Figure 1. Where the registers sit (run 1).
Scale: 3 px per um.
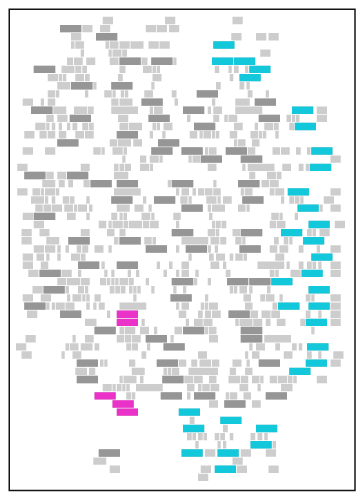
Figure 2. Gate-type map (run 1).
Scale: 1.5 px per um.
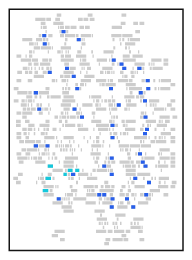
Figure 3. Layout detail (run 1).
Region (74, 107) to (99, 132) um. Cells in gray, sequential cells in the stronger gray; small squares are vias.
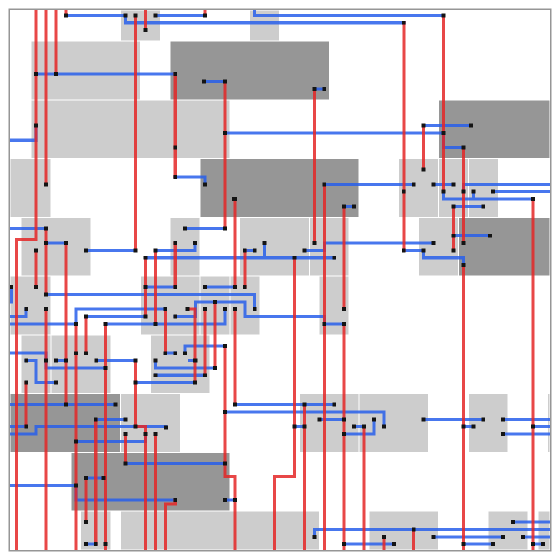
Figure 4. Routing congestion map (run 1).
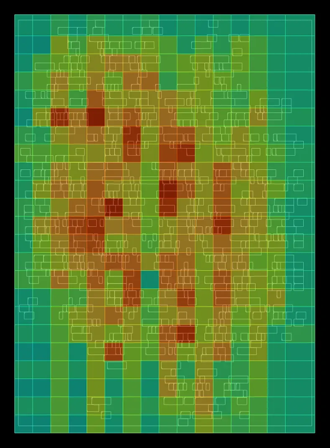
Design entrada_dados, sky130hd; sources not shown.
==> flow_summary.ini, run 1 <==
; flow metrics
[worst_setup_path]
r2r_slack_ps = 340
setup.worst_path.class = flip-flop to output port
cpMostUsedCell = sky130_fd_sc_hd__clkbuf_1
worst-endpoint-required_ps = 2240
worst_path_largest_cell_delay_ps = 410
worstRegToRegCells = 6
setup.worst_path.end_class = output port
max_stage_delay_cell_worst_path = sky130_fd_sc_hd__dlymetal6s2s_1

[global_route]
number_of_global_route_vias_before_repair = 4273
grt_start_max_net_pins = 15
grt.overflow.total = 0

[timing]
hold_violations = 0
setup_ws_final_ps = 291
timing.hold.ws_ps = 453
worstMarginPinSlew_ps = 933
maxClockFrequency_mhz = 399

[placed_design]
place_worst_setup_slack_ps = -75.0

[synth]
yosys_most_used_dff = sky130_fd_sc_hd__dfxtp_1
mappedNetlistNets = 631
synth.yosys.warnings = 0
synth_dominant_cell_count = sky130_fd_sc_hd__dfxtp_1
yosys_register_bits = 106
asyncSetResetFlopFracSynth = 0
syn-mean-instance-area_um2 = 8.63
post_synth_most_frequent_cells = sky130_fd_sc_hd__dfxtp_1, sky130_fd_sc_hd__nor2_1, sky130_fd_sc_hd__nand2_1, sky130_fd_sc_hd__o21ai_0, sky130_fd_sc_hd__clkbuf_1

[layout]
area_growth_syn_to_layout_pct = 25.2
comb.multi_input.count = 409
number_of_clock_tree_buffers_in_the_layout = 13
antenna_cells_inserted = 0
sequential_cell_area_share = 0.340

[outcome]
outcome = completed

[clock_network]
clockBufferDepth = 2
cts.htree.levels = 3

[power]
total_leakage_power_nw = 2.26
ir_drop_mv = 0.280

[drt]
drt-vias-per-instance = 4.95
drc = 0
sum_of_met3_wire_segment_lengths_after_detailed_routing_um = 459

[floorplan]
nWellTaps = 236
Back to the opening pictures, Figure 1:
legend:
  cyan:
    netlist_name: dados
    flops: 32
  magenta:
    netlist_name: cnt
    flops: 5
post-layout utilization of the core: 0.359
Seq power: 1.68 mW
register area: 2120 um2

Back to the opening pictures, Figure 2:
legend:
  cyan:
    family: non-inverting ao/oa cells
    cells: 6
    most_used: o221a_2
  blue:
    family: xor and xnor cells
    cells: 46
    most_used: xor2_1
non-filler cells, final: 897
multi-input gate share of total cell area: 0.419
most numerous logic cell after layout: sky130_fd_sc_hd__dfxtp_1

Back to the opening pictures, Figure 3:
legend:
  red:
    layer: metal 2
  blue:
    layer: metal 1
sequential cells in the window: 6
cells with their middle in the window: 35
most frequent: dfxtp_1 (6), o21ai_0 (5), xor2_1 (5)

Back to the opening pictures, Figure 4:
met3 global-route usage: 0.0288
Wirelength per Cell: 15.8 um
fraction of met1 tracks used by global routing: 0.177

## run 1: power by group
group	switching [mW]	internal, mW	leakage [nW]	total [mW]
clock	0.552	0.639	0.128	1.19
combinational	0.411	0.256	1.27	0.667
sequential	0.0938	1.58	0.860	1.68
## run 1: cell usage in the layout (no fill, tap or decap), drive strengths merged, types with 8 or more instances in the layout
cell type and count:
dfxtp 106, nor2 78, clkdlybuf4s50 69, nand2 53, clkbuf 51, o21ai 50, a22oi 33, xor2 32
inv 20, a211oi 18, ha 17, xnor2 14, a21oi 13, a221oi 12, o31ai 10, nor2b 9
o41ai 9, mux2i 8
## run 1: logic make-up after synthesis
group	Yosys count
XOR/XNOR	46
flip-flops	106
buffers and inverters	63
AND/OR/NAND/NOR	168
multiplexers	8
adder cells (fa/ha/maj)	17
AND-OR/OR-AND	170
Figure 5. Signal wires on met1 (run 1).
Scale: 1.5 px per um.
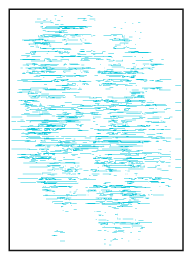

## Run 2: what changed since run 1
--- a/config.mk
+++ b/config.mk
@@ -6,7 +6,7 @@
 export NUM_CORES = 1
 export LEC_CHECK = 0
 export CORE_ASPECT_RATIO = 1.4
-export CORE_UTILIZATION = 28
+export CORE_UTILIZATION = 30
 export CTS_CLUSTER_DIAMETER = 200
 export DETAILED_ROUTE_END_ITERATION = 10
 export GPL_TIMING_DRIVEN = 0
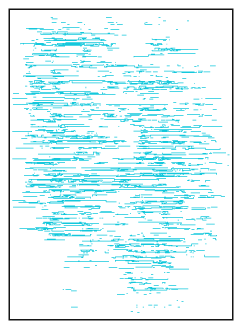
Figure 6: run 2, signal wires on met1.
Scale: 2 px per um.
wire length on this layer: 5970 um
main direction: horizontal
routed vias: 4386
fraction of met1 tracks used by global routing: 0.181
wire length after detailed routing: 14.0 mm

==> run 2 against run 1 <==
Clock-buffer cell count unchanged. Synthesized cell count unchanged. Sequential power about the same. First-iteration DRC count increased by 1.1%. Register-to-register slack improved by 30 ps. Sequential cell count unchanged. Largest power group unchanged. Core utilization increased by 2.3 points. The flow now finishes with violations (design-rule violations). Cell count decreased by 4.1%. Worst setup slack improved by 4.7 ps. Via count decreased by 1.2%. Largest cell class unchanged. Hold slack got worse by 1.4 ps.
==> flow_summary.ini, run 2 <==
; flow metrics
[outcome]
outcome = complete, but fails checks
violated_checks = design-rule violations

[floorplan]
nWellTaps = 199

[layout]
regArea_um2 = 2120
finalCoreUtilization = 0.382
sequential_cell_area_share = 0.342
final_cell_count_no_fill = 860
area_growth_syn_to_layout_pct = 24.3
antenna_cells_inserted = 0
number_of_clock_tree_buffers_in_the_layout = 13
commonest_cells_after_routing_fill_and_taps_aside = sky130_fd_sc_hd__dfxtp_1, sky130_fd_sc_hd__nor2_1, sky130_fd_sc_hd__clkdlybuf4s50_1
final_common_cell = sky130_fd_sc_hd__dfxtp_1

[power]
total_leakage_power_nw = 2.26
comb_power_share = 0.191
pwr.group.combinational_mw = 0.672
p_clk_mw = 1.18
ir_drop_mv = 0.249
swShare = 0.296
p_sw_mw = 1.04
power.largest_group = sequential cells
clock_power_share = 0.334
cell_internal_pwr_mw = 2.48

[worst_setup_path]
cpMostUsedCell = sky130_fd_sc_hd__clkbuf_1
setup.worst_path.class = flip-flop to output port
worst-endpoint-required_ps = 2240
worstRegToRegCells = 6

[clock_network]
cts.htree.levels = 3

[synth]
synth.yosys.warnings = 0
yosys_most_used_dff = sky130_fd_sc_hd__dfxtp_1
mappedNetlistNets = 631
syn-mean-instance-area_um2 = 8.63

[global_route]
number_of_global_route_vias_before_repair = 4284
grt_start_max_net_pins = 15

[timing]
worstMarginPinSlew_ps = 957
timing.hold.ws_ps = 452
maxClockFrequency_mhz = 399
hold_violations = 0

[drt]
drc = 14
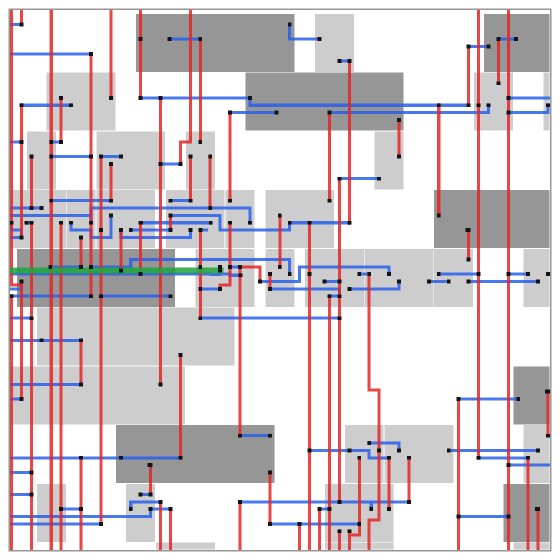
Figure 7: run 2, layout detail.
Region (71, 103) to (96, 128) um. Cells in gray, sequential cells in the stronger gray; small squares are vias.
legend:
  red:
    layer: metal 2
  blue:
    layer: metal 1
  green:
    layer: metal 3
cells with their middle in the window: 32
most frequent: xor2_1 (5), dfxtp_1 (5)
sequential cells in the window: 5

==> run 2: cell counts after synthesis <==
Identical to the previous run, type by type.
==> run 2: cell families (layout without fill, tap and decap cells) <==
group / Yosys count / count (layout) / share of synthesized area
compound gates: 170 / 170 / 0.238
xor+xnor: 46 / 46 / 0.0808
mux: 8 / 8 / 0.0161
flops: 106 / 106 / 0.426
fa+ha+maj: 17 / 17 / 0.0427
simple gates: 168 / 168 / 0.148
buf+inv: 63 / 146 / 0.0492
==> run 2: per-layer routing <==
| layer | GRT usage | vias to the layer above | routed length [um] |
|---|---|---|---|
| met1 | 0.181 | 2083 | 5970 |
| met2 | 0.316 | 76 | 7350 |
| met5 | 0 | - | 0 |
| met3 | 0.0282 | 15 | 399 |
| met4 | 0.0581 | 0 | 240 |
| li1 | - | 2212 | - |
Power and IR drop assume default switching activity.
